**Run 1: floorplan with the power grid**

The bar under the picture is 20 um long. Pins as bars on the die edge.
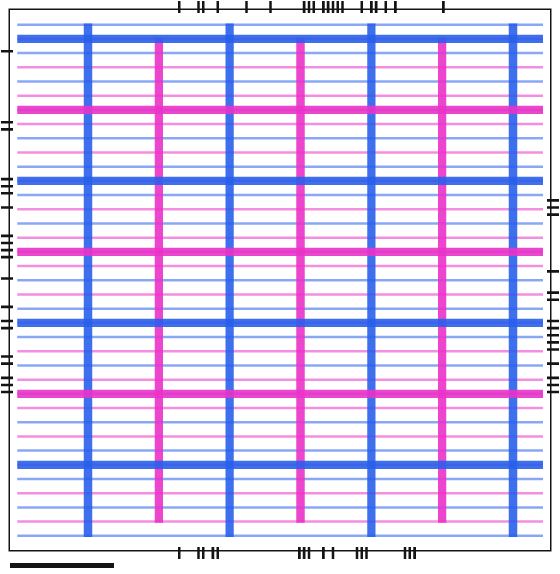
**Run 1: cells coloured by class**

The bar under the picture is 20 um long.
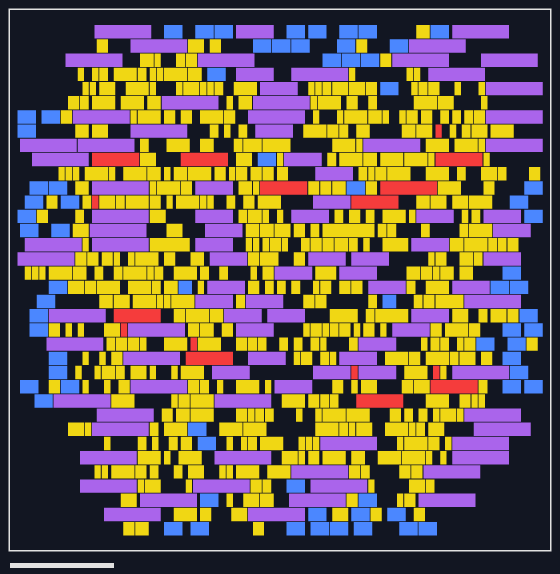
**Run 1: clock wires, drivers and flops**

The bar under the picture is 20 um long.
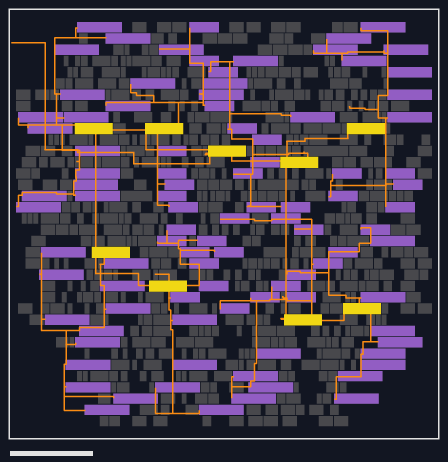
==> config.mk <==
export PLATFORM = sky130hd
export DESIGN_NAME = lv_fault_sched
export DESIGN_NICKNAME = d
export VERILOG_FILES = /design/src/rtl/lv_fault_sched.sv
export SDC_FILE = /design/constraint.sdc
export NUM_CORES = 1
export LEC_CHECK = 0
export CORE_UTILIZATION = 56
export CTS_BUF_LIST = sky130_fd_sc_hd__clkbuf_16
export DETAILED_ROUTE_END_ITERATION = 10
export PLACE_DENSITY = 0.8
export SLEW_MARGIN = 20
export SYNTH_ARGS = -nofsm -noshare
export SYNTH_HDL_FRONTEND = slang
export SYNTH_SLANG_ARGS = --single-unit
==> constraint.sdc <==
create_clock -name i_clk -period 4.8 [get_ports i_clk]
set_input_delay 0.96 -clock i_clk [delete_from_list [all_inputs] [get_ports i_clk]]
set_output_delay 0.96 -clock i_clk [all_outputs]
set_load 0.02 [all_outputs]
==> flow_metrics.env, run 1 <==
# source this file to load flow results
export IMPL_pg_comb_w=0.000160
export IMPL_vias=4568
export IMPL_area_growth_syn_to_layout_pct=19.36
export IMPL_vias_per_cell=5.775
export IMPL_ys_top_cells_by_area="edfxtp_1 29%, ha_1 16%, dfxtp_1 14%"
export IMPL_fin_ws_ns=1.276
export IMPL_placed_area_sq_um=6596
export IMPL_p_seq_w=0.000867
export IMPL_worstSetupEndpointType="flop"
export IMPL_grt_pass1_wl_um=20690
export IMPL_period_needed_ns=3.524
export IMPL_synthDistinctLibCells=53
export IMPL_nonClockBufferCount=72
export IMPL_bufAreaShareNonClock_pct=10.40
export IMPL_hold_depth=2
export IMPL_fin_setup_tns_ns=0
export IMPL_flop_count=95
export IMPL_inv_count=37
export IMPL_antenna_left=0
export IMPL_finalPower_w=0.001702
export IMPL_critPathTopFamily="buffers and inverters"
export IMPL_root_buffer="clkbuf_16"
export IMPL_taps=133
export IMPL_timing_final_hold_violations=0
export IMPL_synth_cellmix_simpleShare_pct=22.10
export IMPL_largest_reg_flops=56
export IMPL_dominant_cells="combinational gates"
export IMPL_yosys_cells=580
export IMPL_warnings=26
export IMPL_power_density_nw_per_um2=247.3
export IMPL_status="complete, no violations"
export IMPL_top_usage_layer="met2"
export IMPL_maxPowerGroup="registers"
export IMPL_critical_path_required_ns=5.02
export IMPL_drt_wl_total_um=12890
export IMPL_met1_usage_pct=31.52
export IMPL_diodes=0
export IMPL_maxSlewHeadroom_pct=27.97
export IMPL_slew_violations=0
export IMPL_ir_worst_vdd_v=0.0002842
Back to the opening pictures, 'floorplan with the power grid':
- blue: VSS
- magenta: VDD
- signal pins: 71
- met1 rails: 37
- met4 straps: 7
die width: 103.5 um
die span in y: 103.5 um
core area: 9864 sq um

Back to the opening pictures, 'cells coloured by class':
- purple: flip-flops (cells 95; share of their area 37%)
- blue: other buffers and delay cells (cells 72; share of their area 11%)
- yellow: all other logic (cells 475; share of their area 49%)
- red: clock drivers and dummy loads (cells 16; share of their area 4.1%)
post-route cell area: 6880 sq um
Row Count: 36
utilization after layout: 69.75%
Seq/total area: 35.79%

Back to the opening pictures, 'clock wires, drivers and flops':
- purple: flip-flops (count 95)
- orange: clock wires (length 1080 um)
- yellow: cells driving clock nets (count 9)
- routed clock nets: 10
- flops lie: spread over the die
clock power share: 39.6%
Clock Skew: 0.005530 ns
Clk Latency, worst-skew pair: 0.34 ns
clock group power: 0.000674 W

**Run 1: placement view**

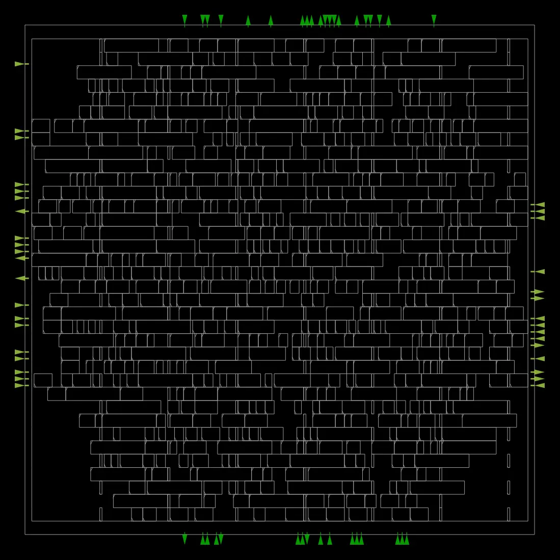

## Run 2: what changed since run 1
- CORE_UTILIZATION: 56 -> 51
- PLACE_DENSITY: 0.8 -> 0.77
- clock period: 4.8 -> 3.19 ns (I/O delays scaled with it)
**Run 2: placement view**

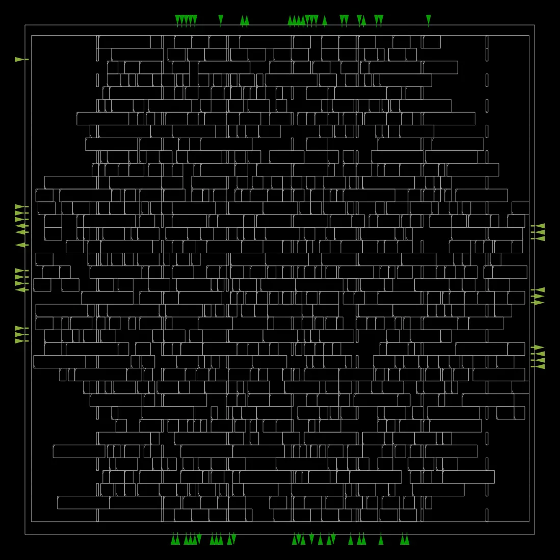
# fillers: 890
flop count: 95
Seq/total area: 35.04%
# Taps: 140
Row Count: 38

**Run 2: floorplan with the power grid**

The bar under the picture is 20 um long. Pins as bars on the die edge.
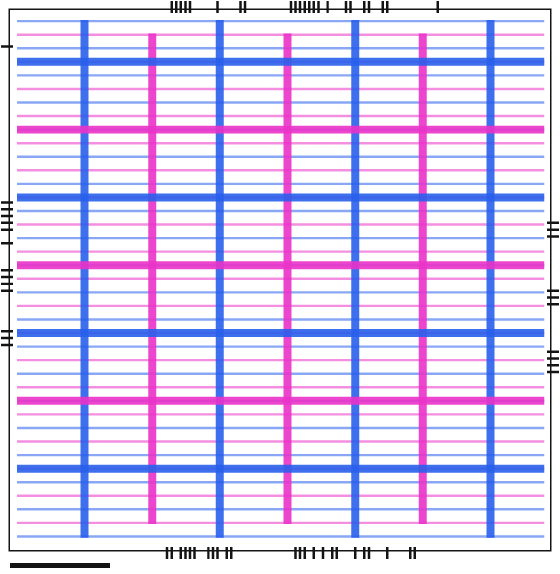
die width: 108.3 um
maximum VDD drop: 0.0002287 V
core area: 10940 sq um
die span in y: 108.3 um

==> flow_metrics.env, run 2 <==
# source this file to load flow results
export IMPL_cts_max_path_buffers=2
export IMPL_top_usage_layer="met2"
export IMPL_bufAreaShareNonClock_pct=12.32
export IMPL_power_clock_w=0.00102
export IMPL_power_density_nw_per_um2=366.9
export IMPL_grt_pass1_wl_um=21920
export IMPL_synth_adder_area_share_pct=15.63
export IMPL_maxSlewHeadroom_pct=56.56
export IMPL_finalPower_w=0.002579
export IMPL_combPwrFrac_pct=10.0
export IMPL_maxPowerGroup="registers"
export IMPL_drt_wl_total_um=13010
export IMPL_cp_arrival_ns=3.04
export IMPL_dominant_cells="combinational gates"
export IMPL_finalSetupViolations=0
export IMPL_critPathKind="primary input to flop"
export IMPL_synth_cellmix_simpleShare_pct=22.10
export IMPL_pg_comb_w=0.000257
export IMPL_fin_util_pct=64.27
export IMPL_status="complete, no violations"
export IMPL_fin_ws_ns=0.3787
export IMPL_clkPwrFrac_pct=39.4
export IMPL_fp_nets=703
export IMPL_hold_depth=2
export IMPL_final_cell_mix="72 x ha_1, 70 x clkdlybuf4s50_1, 56 x edfxtp_1, 53 x nor2_1, 39 x dfxtp_1"
export IMPL_clk_pin_slew_ns=0.06
export IMPL_finalClockSkew_ns=0.005166
export IMPL_fin_setup_tns_ns=0
export IMPL_worstSetupEndpointType="flop"
export IMPL_met1_usage_pct=30.83
export IMPL_period_needed_ns=2.811
export IMPL_warnings=26
export IMPL_placed_area_sq_um=6755
export IMPL_grtUsageTotal_pct=24.11
export IMPL_critPathTopFamily="AND-OR/OR-AND gates"
export IMPL_place_congestion=0.8910
export IMPL_vias=4617
export IMPL_cts_hold_buf=0
export IMPL_nonClockBufferCount=87
export IMPL_numCtsBuffers=9
export IMPL_hp_class="flop to flop"
export IMPL_area_growth_syn_to_layout_pct=21.92
export IMPL_slew_violations=0
export IMPL_vias_per_cell=5.686
export IMPL_ys_top_cells_by_area="edfxtp_1 29%, ha_1 16%, dfxtp_1 14%"
export IMPL_comb_cells=438
export IMPL_stdcell_area_sq_um=7028
export IMPL_syn_avg_cell_area_sq_um=9.938
export IMPL_root_buffer="clkbuf_16"
export IMPL_largest_reg_flops=56
export IMPL_timing_final_hold_violations=0
export IMPL_yosys_cells=580
export IMPL_regArea_sq_um=2462
export IMPL_placement_io_buffers=70
export IMPL_antenna_left=0
export IMPL_critical_path_required_ns=3.42
export IMPL_inv_count=37
export IMPL_synthDistinctLibCells=53
export IMPL_worstSkewPairLatency_ns=0.34
export IMPL_drt_wirelength_per_cell_um=16.02
export IMPL_diodes=0
export IMPL_p_seq_w=0.00130
export IMPL_dp_cells=797
No activity file was given, so power comes from the tool's default toggle rates.
